==> src/rtl/uart_tx_pkg.sv <==
// Shared definitions for the UART transmitter: widths, oversample ratio,
// FSM state encoding, per-frame format record and the parity helper.
package uart_tx_pkg;

  localparam int unsigned UART_DATA_WIDTH        = 8;
  localparam int unsigned UART_TX_FIFO_DEPTH     = 8;
  localparam int unsigned UART_TX_FIFO_PTR_WIDTH = $clog2(UART_TX_FIFO_DEPTH);
  localparam int unsigned UART_OVERSAMPLE        = 16;
  localparam int unsigned SAMPLE_CNT_W           = $clog2(UART_OVERSAMPLE);
  localparam int unsigned BIT_CNT_W              = 3;

  typedef enum logic [2:0] {
    ST_IDLE   = 3'd0,
    ST_START  = 3'd1,
    ST_DATA   = 3'd2,
    ST_PARITY = 3'd3,
    ST_STOP   = 3'd4
  } uart_state_e;

  // Frame format captured when a byte is popped; held for the whole frame.
  typedef struct packed {
    logic data_bits;   // 0 = 7 bits, 1 = 8 bits
    logic parity_en;
    logic parity_bit;  // precomputed value driven in PARITY
  } tx_frame_cfg_t;

  // Even parity = XOR of transmitted bits; bit 7 only counts in 8-bit mode.
  function automatic logic tx_parity(input logic [UART_DATA_WIDTH-1:0] data,
                                     input logic data_bits,
                                     input logic odd0_even1);
    logic x;
    x = (^data[UART_DATA_WIDTH-2:0]) ^ (data_bits & data[UART_DATA_WIDTH-1]);
    return odd0_even1 ? x : ~x;
  endfunction

endpackage

==> src/rtl/uart_tx_sync_fifo.sv <==
// Synchronous FIFO used as the TX byte buffer (depth must be a power of two).
// Ports: clk/rst_n, i_push/i_wdata write side, i_pop/o_rdata read side
// (first-word fall-through), o_full/o_empty registered status flags.
module uart_tx_sync_fifo #(
  parameter int unsigned DEPTH = 8,
  parameter int unsigned WIDTH = 8,
  parameter int unsigned PTR_W = $clog2(DEPTH)
) (
  input  logic             clk,
  input  logic             rst_n,
  input  logic             i_push,
  input  logic [WIDTH-1:0] i_wdata,
  input  logic             i_pop,
  output logic [WIDTH-1:0] o_rdata,
  output logic             o_full,
  output logic             o_empty
);

  localparam int unsigned CNT_W = PTR_W + 1;

  logic [WIDTH-1:0] r_mem [DEPTH];
  logic [PTR_W-1:0] r_wr_ptr;
  logic [PTR_W-1:0] r_rd_ptr;
  logic [CNT_W-1:0] r_count;
  logic [CNT_W-1:0] w_count_nxt;
  logic             r_full;
  logic             r_empty;

  // Occupancy after this cycle's push/pop.
  always_comb begin
    w_count_nxt = r_count;
    if (i_push && !i_pop) begin
      w_count_nxt = r_count + CNT_W'(1);
    end else if (!i_push && i_pop) begin
      w_count_nxt = r_count - CNT_W'(1);
    end
  end

  // Pointers and flags.
  always_ff @(posedge clk or negedge rst_n) begin
    if (!rst_n) begin
      r_wr_ptr <= '0;
      r_rd_ptr <= '0;
      r_count  <= '0;
      r_full   <= 1'b0;
      r_empty  <= 1'b1;
    end else begin
      if (i_push) r_wr_ptr <= r_wr_ptr + PTR_W'(1);
      if (i_pop)  r_rd_ptr <= r_rd_ptr + PTR_W'(1);
      r_count <= w_count_nxt;
      r_full  <= (w_count_nxt == CNT_W'(DEPTH));
      r_empty <= (w_count_nxt == '0);
    end
  end

  // Storage; contents need no reset.
  always_ff @(posedge clk) begin
    if (i_push) r_mem[r_wr_ptr] <= i_wdata;
  end

  assign o_rdata = r_mem[r_rd_ptr];
  assign o_full  = r_full;
  assign o_empty = r_empty;

endmodule

==> src/rtl/uart_tx.sv <==
// UART transmit controller: buffers bytes from the TX data register and
// serialises them as start, LSB-first data (7/8), optional parity, stop.
// Bit timing: 16 tx_sample_pulse periods per bit.
// Build option: define UART_TX_FIFO_EN for a UART_TX_FIFO_DEPTH-entry FIFO;
// otherwise a single holding register buffers the next byte.
// Ports: PCLK/PRESETN, tx_sample_pulse, data_bits/parity_en/parity_odd0_even1
// (format, latched per frame), tx_data_reg_wr/tx_data (write), UART_TX (line),
// tx_ready (not full), tx_busy (not idle), tx_done and overflow (pulses).
module uart_tx
  import uart_tx_pkg::*;
(
  input  logic                       PCLK,
  input  logic                       PRESETN,
  input  logic                       tx_sample_pulse,
  input  logic                       data_bits,
  input  logic                       parity_en,
  input  logic                       parity_odd0_even1,
  input  logic                       tx_data_reg_wr,
  input  logic [UART_DATA_WIDTH-1:0] tx_data,
  output logic                       UART_TX,
  output logic                       tx_ready,
  output logic                       tx_busy,
  output logic                       tx_done,
  output logic                       overflow
);

  logic                       w_full;
  logic                       w_empty;
  logic                       w_push;
  logic                       w_pop;
  logic [UART_DATA_WIDTH-1:0] w_rd_data;
  logic                       w_baud;

  uart_state_e                r_state, w_state_nxt;
  logic [SAMPLE_CNT_W-1:0]    r_sample_cnt, w_sample_cnt_nxt;
  logic [BIT_CNT_W-1:0]       r_bit_cnt, w_bit_cnt_nxt;
  logic [UART_DATA_WIDTH-1:0] r_shift, w_shift_nxt;
  tx_frame_cfg_t              r_cfg, w_cfg_nxt;
  logic                       r_uart_tx, w_uart_tx_nxt;
  logic                       r_tx_done, w_tx_done_nxt;
  logic                       r_busy;
  logic                       r_overflow;

  // A pop in IDLE frees a slot in the same cycle, so a write on full is kept.
  assign w_pop  = (r_state == ST_IDLE) && !w_empty;
  assign w_push = tx_data_reg_wr && (!w_full || w_pop);
  assign w_baud = tx_sample_pulse && (r_sample_cnt == SAMPLE_CNT_W'(UART_OVERSAMPLE - 1));

`ifdef UART_TX_FIFO_EN
  uart_tx_sync_fifo #(
    .DEPTH (UART_TX_FIFO_DEPTH),
    .WIDTH (UART_DATA_WIDTH),
    .PTR_W (UART_TX_FIFO_PTR_WIDTH)
  ) uart_tx_buf (
    .clk     (PCLK),
    .rst_n   (PRESETN),
    .i_push  (w_push),
    .i_wdata (tx_data),
    .i_pop   (w_pop),
    .o_rdata (w_rd_data),
    .o_full  (w_full),
    .o_empty (w_empty)
  );
`else
  logic [UART_DATA_WIDTH-1:0] r_hold;
  logic                       r_hold_vld;

  // Holding register; emptied at frame start so the next byte can load early.
  always_ff @(posedge PCLK or negedge PRESETN) begin
    if (!PRESETN) begin
      r_hold     <= '0;
      r_hold_vld <= 1'b0;
    end else if (w_push) begin
      r_hold     <= tx_data;
      r_hold_vld <= 1'b1;
    end else if (w_pop) begin
      r_hold_vld <= 1'b0;
    end
  end

  assign w_rd_data = r_hold;
  assign w_full    = r_hold_vld;
  assign w_empty   = !r_hold_vld;
`endif

  // Next-state, datapath and registered-line value.
  always_comb begin
    w_state_nxt      = r_state;
    w_sample_cnt_nxt = r_sample_cnt;
    w_bit_cnt_nxt    = r_bit_cnt;
    w_shift_nxt      = r_shift;
    w_cfg_nxt        = r_cfg;
    w_tx_done_nxt    = 1'b0;
    w_uart_tx_nxt    = 1'b1;

    if (r_state == ST_IDLE) begin
      w_sample_cnt_nxt = '0;
    end else if (tx_sample_pulse) begin
      w_sample_cnt_nxt = r_sample_cnt + SAMPLE_CNT_W'(1);
    end

    case (r_state)
      ST_IDLE: begin
        if (!w_empty) begin
          w_shift_nxt          = w_rd_data;
          w_bit_cnt_nxt        = '0;
          w_cfg_nxt.data_bits  = data_bits;
          w_cfg_nxt.parity_en  = parity_en;
          w_cfg_nxt.parity_bit = tx_parity(w_rd_data, data_bits, parity_odd0_even1);
          w_state_nxt          = ST_START;
        end
      end
      ST_START: begin
        if (w_baud) w_state_nxt = ST_DATA;
      end
      ST_DATA: begin
        if (w_baud) begin
          w_shift_nxt   = r_shift >> 1;
          w_bit_cnt_nxt = r_bit_cnt + BIT_CNT_W'(1);
          if (r_bit_cnt == BIT_CNT_W'(6) + BIT_CNT_W'(r_cfg.data_bits)) begin
            w_state_nxt = r_cfg.parity_en ? ST_PARITY : ST_STOP;
          end
        end
      end
      ST_PARITY: begin
        if (w_baud) w_state_nxt = ST_STOP;
      end
      ST_STOP: begin
        if (w_baud) begin
          w_tx_done_nxt = 1'b1;
          w_state_nxt   = ST_IDLE;
        end
      end
      default: w_state_nxt = ST_IDLE;
    endcase

    // Line level tracks the state being entered so UART_TX is a flop output.
    case (w_state_nxt)
      ST_START:  w_uart_tx_nxt = 1'b0;
      ST_DATA:   w_uart_tx_nxt = w_shift_nxt[0];
      ST_PARITY: w_uart_tx_nxt = w_cfg_nxt.parity_bit;
      default:   w_uart_tx_nxt = 1'b1;
    endcase
  end

  // State and output registers.
  always_ff @(posedge PCLK or negedge PRESETN) begin
    if (!PRESETN) begin
      r_state      <= ST_IDLE;
      r_sample_cnt <= '0;
      r_bit_cnt    <= '0;
      r_shift      <= '0;
      r_cfg        <= '0;
      r_uart_tx    <= 1'b1;
      r_tx_done    <= 1'b0;
      r_busy       <= 1'b0;
      r_overflow   <= 1'b0;
    end else begin
      r_state      <= w_state_nxt;
      r_sample_cnt <= w_sample_cnt_nxt;
      r_bit_cnt    <= w_bit_cnt_nxt;
      r_shift      <= w_shift_nxt;
      r_cfg        <= w_cfg_nxt;
      r_uart_tx    <= w_uart_tx_nxt;
      r_tx_done    <= w_tx_done_nxt;
      r_busy       <= (w_state_nxt != ST_IDLE);
      r_overflow   <= tx_data_reg_wr && w_full && !w_pop;
    end
  end

  assign UART_TX  = r_uart_tx;
  assign tx_ready = !w_full;
  assign tx_busy  = r_busy;
  assign tx_done  = r_tx_done;
  assign overflow = r_overflow;

endmodule

==> config.mk <==
export PLATFORM = sky130hd
export DESIGN_NAME = uart_tx
export DESIGN_NICKNAME = d
export VERILOG_FILES = /design/src/rtl/uart_tx_pkg.sv /design/src/rtl/uart_tx_sync_fifo.sv /design/src/rtl/uart_tx.sv
export SDC_FILE = /design/constraint.sdc
export NUM_CORES = 1
export LEC_CHECK = 0
export ABC_CLOCK_PERIOD_IN_PS = 2400
export CAP_MARGIN = 25
export CELL_PAD_IN_SITES_DETAIL_PLACEMENT = 0
export CELL_PAD_IN_SITES_GLOBAL_PLACEMENT = 1
export CORE_ASPECT_RATIO = 1.2
export CORE_MARGIN = 2
export CORE_UTILIZATION = 25
export DETAILED_ROUTE_END_ITERATION = 10
export HOLD_SLACK_MARGIN = 0.02
export PLACE_DENSITY_LB_ADDON = 0.12
export SLEW_MARGIN = 20
export SYNTH_ARGS = -nofsm -noshare
export SYNTH_HDL_FRONTEND = slang
export SYNTH_SLANG_ARGS = --single-unit
==> constraint.sdc <==
create_clock -name PCLK -period 2.4 [get_ports PCLK]
set_clock_uncertainty 0.15 [all_clocks]
set_input_delay 0.36 -clock PCLK [delete_from_list [all_inputs] [get_ports PCLK]]
set_output_delay 0.36 -clock PCLK [all_outputs]
set_load 0.03 [all_outputs]
**Run 1: power grid**

Scale bar: 20 um. Pins as bars on the die edge. Tap cells in gray.
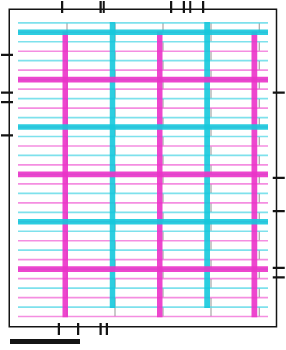
legend:
  VDD:
    color: cyan
  VSS:
    color: magenta
met1 rails: 32
tap cells: 82
rows: 31

**Run 1: placed cells, one color a class**

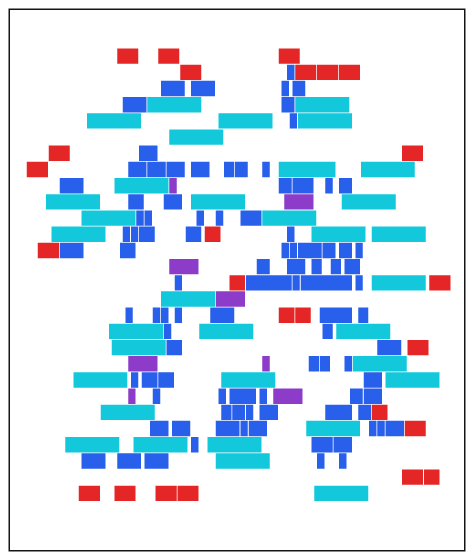
legend:
  clock drivers and dummy loads:
    color: purple
    cells: 8
  other buffers and delay cells:
    color: red
    cells: 25
  combinational and other logic:
    color: blue
    cells: 97
  flops:
    color: cyan
    cells: 34

**Run 1: clock distribution**

Scale bar: 20 um.
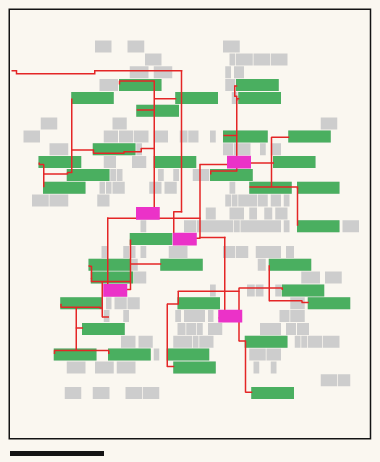
legend:
  clock wires:
    color: red
    length: 476 um
  flip-flops:
    color: green
    count: 34
  clock drivers:
    color: magenta
    count: 5
routed clock nets: 6
P_clk: 397 uW
insertion delay at the late pin of the worst-skew pair: 0.28 ns
Clock power frac: 18.9%

==> GITHUB_STEP_SUMMARY, run 1 <==
### Flow metrics

| Metric | Value |
|---|---|
| Number of synthesized register bits | `34` |
| Die area | `approximately 6900 sq um` |
| Pleak | `roughly 0.85 nW` |
| Synth Net Count | `about 150` |
| Sw Share | `about a third` |
| Final Hold Viols | `0` |
| Final setup vio count | `0` |
| Post_cts resized | `0` |
| Status | `completed` |
| PD cells | `~1100 nW/um^2` |
| Warnings from Yosys | `0` |
| Routed Antenna Nets | `0` |
| Critical Path End | `tx_busy$_DFF_PN0_` |
| Avg Cell Area, Syn | `approximately 12 sq um` |
| DR top layer | `met4` |
| HP Class | `input pin to async pin` |
| Num CTS Buffers | `5` |
| Sequential Power Share | `a little under half` |
| Psw | `~700 uW` |
| Number of max-cap violations | `0` |
| DR pass1 iterations | `4` |
| Largest net degree at the start of global routing | `35` |
| Maximum achievable frequency | `~500 MHz` |
| Mapped Cells | `~140` |
| Area grow syn2layout | `24.6%` |
| DP HPWL | `2.23 mm` |
| Register area share after synthesis | `54.4%` |
| Proportion of layout cells with a drive suffix above 1 | `about 16%` |
| Setup bufs post-CTS | `0` |
| CORE AREA | `between 6000 and 7000 sq um` |
| Synthesized area | `1570 sq um` |
| Period minus WS final | `approximately 2.0 ns` |
| Number of global-route vias before repair | `approximately 1100` |
| Drt wl/cell | `12.3 um` |
| FF-to-FF path depth | `6` |
| Met1 Wirelength | `1.29 mm` |
| Combinational Power Share | `34.8%` |
| Starting density of the core | `between 20 and 30%` |
| Terminus of the critical flop-to-flop path | `tx_busy$_DFF_PN0_` |
| Met3 WL post-DR | `115 um` |
| Initial antenna violation count | `0` |
| Pins Over Slew Limit | `0` |
| Final Worst Setup Slack | `0.384 ns` |
| CP Capture Type | `flip-flop` |
| CTS tree | `done` |
| Fin crit share | `between 80% and 90%` |
| Ports | `20` |
| First-pass GRT wire length | `~5.4 mm` |
| Clock sink count | `34` |
| Hold-fix buffers, CTS | `0` |
| RSZ-0062 raised after global routing | `no` |
| Remaining DRCs | `0` |
| Worst slew margin | `69.4%` |
| Total Routing Usage GR | `about 10%` |
| Placed cells | `~240` |
| Drt total wl | `roughly 3 mm` |
| Worst-path clk slew | `~0.06 ns` |
| Crit path launch type | `flip-flop` |
| Worst path required time | `roughly 2.4 ns` |
| Root Driver | `clkbuf_8` |
| Internal | `between 1 and 1.5 mW` |
| Yosys stat chip area | `1570 sq um` |
| Largest buffer count on any clock path | `2` |
| CP Max Fanout | `7` |
| Met2 wire length | `about 1.6 mm` |
| Final non-filler cell total | `~250` |
| Setup slack, reg-to-reg | `0.38 ns` |
| PortBufs | `19` |
| Yosys cell types | `35` |
| H-Tree Depth | `2` |
| Via count of the routed design | `1052` |
| Worst vdd ir | `313 uV` |
| Final setup TNS | `0 ns` |
| DP Worst Slack | `around 0.17 ns` |
| DRT iter0 DRCs | `between 50 and 60` |
| Slew @ Worst Pin | `roughly 0.46 ns` |
| Rows | `31` |
| Tally of OpenROAD warnings | `26` |
| CP Class | `flip-flop to flip-flop` |
| Largest registers | `r_hold x8, r_shift x8, r_sample_cnt x4` |
| Grt ovf | `0` |
| Die height | `about 91 um` |
| Global placement routability congestion | `between 0.7 and 0.8` |
| Critical path arrival | `roughly 2 ns` |
| Net count reported at finish | `between 150 and 200` |
| Reg2reg start | `r_sample_cnt[0]$_DFFE_PN0P_` |
| Vias per cell | `approximately 4.3` |
## run 1: cell type report
type	instances	area, sq um
repair buffers	25	235
multi-input cells	93	667
flip-flops and latches	34	852
well taps	82	103
inverters	4	15.0
fillers	656	4100
clock buffers	8	80.1
## run 1: synthesized netlist by cell type, drive strengths merged
| cell | n | area, sq um |
|---|---|---|
| xnor2 | 8 | 70.1 |
| nand3b | 1 | 7.51 |
| o31ai | 1 | 7.51 |
| and4 | 1 | 8.76 |
| or3 | 1 | 6.26 |
| ha | 2 | 25.0 |
| nor2 | 9 | 33.8 |
| mux2i | 2 | 20.0 |
| clkbuf | 1 | 3.75 |
| nand2 | 22 | 82.6 |
| a21oi | 2 | 10.0 |
| o22ai | 1 | 6.26 |
| o221a | 1 | 11.3 |
| nor3 | 3 | 15.0 |
| nand2b | 3 | 18.8 |
| a221o | 1 | 10.0 |
| nand4b | 1 | 8.76 |
| o21ai | 2 | 10.0 |
| dfstp | 1 | 26.3 |
| mux2 | 11 | 124 |
| inv | 4 | 15.0 |
| and2 | 1 | 6.26 |
| dfrtp | 33 | 826 |
| and3 | 2 | 12.5 |
| nand4 | 2 | 12.5 |
| or2 | 1 | 6.26 |
| nand3 | 1 | 5.00 |
| buf | 4 | 28.8 |
| xor2 | 5 | 43.8 |
| a221oi | 1 | 15.0 |
| nor4b | 1 | 23.8 |
| a22oi | 6 | 45.0 |
| a31oi | 1 | 21.3 |
## run 1: stage by stage
step	hold WS [ns]	power, mW	instance area (sq um)	util (%)
final	0.331	2.10	1950	32.3
after floorplan	-0.0856	1.53	1570	-
after global routing	0.362	2.27	1950	32.3
after global placement	0.317	1.72	1870	30.9
after CTS	0.333	2.14	1950	32.3
after detailed placement	0.315	1.73	1870	30.9
## run 1: critical path: stages (launching register included)
cell and delay, ns:
dfrtp_1 0.41, ha_1 0.23, and4_1 0.31, nand4b_1 0.14, o221a_1 0.22, inv_1 0.06
or3_1 0.36
## run 1: kinds of logic after synthesis
group           Yosys count  synth area share, %
buf+inv                   9                 3.03
xor+xnor                 13                 7.27
simple gates             49                 15.8
compound gates           16                 8.71
flops                    34                 54.4
mux                      13                 9.19
fa+ha+maj                 2                 1.60
## run 1: power groups by stage
stage	logic, mW	registers [mW]	clock network [mW]
floorplan	0.600	0.928	0
global placement	0.738	0.982	0
detailed placement	0.741	0.985	0
CTS	0.746	0.975	0.416
global route	0.827	0.998	0.443
finish	0.730	0.970	0.397
## run 1: cell usage in the layout, fill, tap and decap left out, types with 3 or more instances in the layout
| master | synthesis | final |
|---|---|---|
| clkdlybuf4s50_1 | 0 | 19 |
| clkbuf_8 | 0 | 5 |
| nor3_1 | 3 | 3 |
| xor2_1 | 5 | 5 |
| inv_1 | 4 | 4 |
| xnor2_1 | 8 | 8 |
| nand2_1 | 22 | 22 |
| nand2b_1 | 3 | 3 |
| nor2_1 | 9 | 9 |
| dfrtp_1 | 33 | 33 |
| mux2_2 | 11 | 11 |
| buf_4 | 1 | 6 |
| a22oi_1 | 6 | 6 |
| clkbuf_1 | 1 | 3 |
## run 1: routing by layer
metal / vias up / track usage, %
li1: 523 / -
met1: 509 / 11.5
met2: 14 / 16.7
met3: 6 / 3.00
met4: 0 / 5.45
met5: - / 0
**Run 1: clock wiring as the flow saved it**

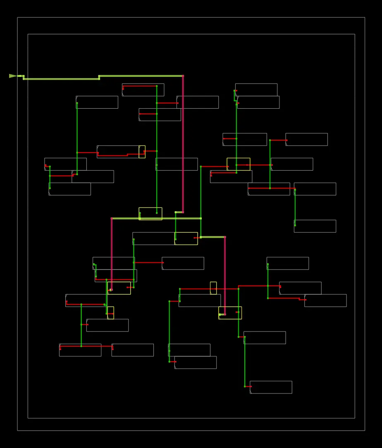

==> run 1 -> run 2 <==
ABC_CLOCK_PERIOD_IN_PS = 1700   (was 2400)
clock period = 1.7 ns   (was 2.4 ns; I/O delays follow)
**Run 2: clock wiring as the flow saved it**

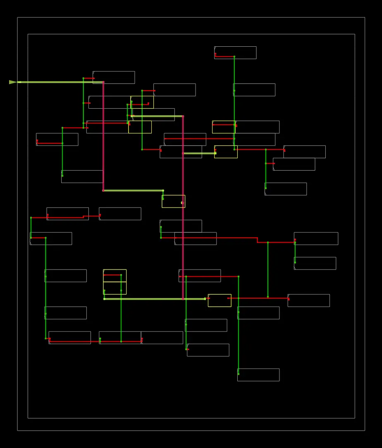
clock buffers: 8
Num CTS Buffers: 5

==> GITHUB_STEP_SUMMARY, run 2 <==
### Flow metrics

| Metric | Value |
|---|---|
| Total Routing Usage GR | `between 10% and 20%` |
| Routed Antenna Nets | `0` |
| Commonest Layout Cell | `dfrtp_1` |
| Root Driver | `clkbuf_8` |
| Worst-path clk slew | `about 0.07 ns` |
| Final Worst Setup Slack | `-0.0398 ns` |
| RSZ-0062 raised after global routing | `yes` |
| DP HPWL | `approximately 2.4 mm` |
| CP Capture Type | `flip-flop` |
| Post-synth top area cell | `dfrtp_1` |
| Grt ovf | `0` |
| Proportion of layout cells with a drive suffix above 1 | `about 29%` |
| Critical path arrival | `between 1.5 and 2 ns` |
| Vias per cell | `4.22` |
| Tally of OpenROAD warnings | `29` |
| Number of global-route vias before repair | `~1200` |
| First-pass GRT wire length | `5.82 mm` |
| Min Hold Slack | `roughly 0.18 ns` |
| PortBufs | `19` |
| CP Class | `flip-flop to flip-flop` |
| HP Class | `input pin to async pin` |
| CP Max Fanout | `3` |
| Largest net degree at the start of global routing | `35` |
| Status | `finished, violations left` |
| Ports | `20` |
| Maximum achievable frequency | `575 MHz` |
| Asr flop ratio synth | `100%` |
| Die area | `6920 sq um` |
| Remaining DRCs | `0` |
| Flop area | `853 sq um` |
| Synthesized area | `1570 sq um` |
| Commonest cells after routing, fill and taps aside | `dfrtp_1, nand2_1, buf_4` |
| Pins Over Slew Limit | `0` |
| Main flop type | `dfrtp_1` |
| Failing checks | `negative setup slack` |
| Final instance area | `roughly 2200 sq um` |
| Fin crit share | `102%` |
| H-Tree Depth | `2` |
| Final setup TNS | `-0.0746 ns` |
| Largest registers | `r_hold x8, r_shift x8, r_sample_cnt x4` |
| Worst vdd ir | `~530 uV` |
| Mapped Cells | `approximately 140` |
| Post-synth EDFFs | `0` |
| Met3 Track Usage GR | `approximately 3.5%` |
| Crit path launch type | `flip-flop` |
| CORE AREA | `roughly 6100 sq um` |
| Rows | `31` |
| Final Hold Viols | `0` |
| Utilization after layout | `a little over a third` |
| Worst slew margin | `between 70% and 80%` |
| Placed cells | `~250` |
| Final setup vio count | `2` |
| Avg Cell Area, Syn | `roughly 12 sq um` |
| M2 GR Usage | `18.1%` |
| Combinational Area | `701 sq um` |
| Insertion delay at the late pin of the worst-skew pair | `around 0.29 ns` |
| Starting density of the core | `between 20 and 30%` |
| Via count of the routed design | `1110` |
| Global placement routability congestion | `~0.73` |
| FILL cells | `627` |
| Drt total wl | `around 3.3 mm` |
| Final non-filler cell total | `263` |
| Top cells, area | `dfrtp_1, mux2_2, nand2_1` |
| Warnings from Yosys | `0` |
| Worst path required time | `roughly 1.8 ns` |
| Initial antenna violation count | `0` |
| DRT iter0 DRCs | `25` |
| Top-count cell post-synth | `dfrtp_1` |
| DR pass1 iterations | `2` |
| Busiest grt layer | `met2` |
| Pleak | `0.999 nW` |
| Period minus WS final | `~1.7 ns` |
| Top-area cell share | `between 50% and 60%` |
| Yosys stat chip area | `~1600 sq um` |
| Number of synthesized register bits | `34` |
## run 2: kinds of logic after synthesis
| family | count (synthesis) | synth area share [%] |
|---|---|---|
| and+or+nand+nor | 49 | 15.8 |
| DFF | 34 | 54.4 |
| AOI/OAI and AO/OA | 16 | 8.71 |
| xor gates and xnor gates | 13 | 7.27 |
| muxes | 13 | 9.19 |
| buffers and inverters | 9 | 3.03 |
| adders and majority gates | 2 | 1.60 |
## run 2: cell type report
cell class,count,area share (%)
clock buffers,8,5.06
inverters,4,0.690
multi-input cells,93,32.2
flip-flops and latches,34,39.2
well taps,82,4.72
repair buffers,42,18.1
## run 2: timing repair
action	4_1_cts	5_1_grt
buffers inserted	0	2
gates resized	7	7
setup endpoints to repair	15	17
pin swaps	4	2
hold buffers	0	0
## run 2: final timing paths
check	cells after the start	slack (ns)	endpoint	start
min in group PCLK	2	0.33	r_shift[3]$_DFFE_PN0P_	r_shift[3]$_DFFE_PN0P_
hold / removal	2	0.18	r_cfg[1]$_DFFE_PN0P_	PRESETN
setup reg to reg	6	-0.04	UART_TX$_DFF_PN1_	r_sample_cnt[1]$_DFFE_PN0P_
setup / recovery	6	-0.04	UART_TX$_DFF_PN1_	r_sample_cnt[1]$_DFFE_PN0P_
hold reg to reg	2	0.33	r_shift[3]$_DFFE_PN0P_	r_shift[3]$_DFFE_PN0P_
max in group asynchronous	2	0.96	UART_TX$_DFF_PN1_	PRESETN
## run 2: layer usage
layer	wire (um)	vias up
met5	0	-
met1	1430	535
met4	63	0
met2	1680	14
li1	-	555
met3	95	6
## run 2: power breakdown
group          leakage (nW)  total (mW)  switching [mW]  internal, mW
Sequential            0.415        1.33           0.223          1.11
Combinational         0.526        1.27           0.565         0.701
Clock                0.0575       0.699           0.290         0.409
Total                 0.999        3.29            1.08          2.22
## run 2: critical path: stages, from the launching register on
cell and delay (ns):
dfrtp_1 0.36, ha_2 0.19, nand4_1 0.14, nor3_2 0.17, nand3_1 0.13, a221oi_4 0.29, mux2i_1 0.22
No activity file was given, so power comes from the tool's default toggle rates.
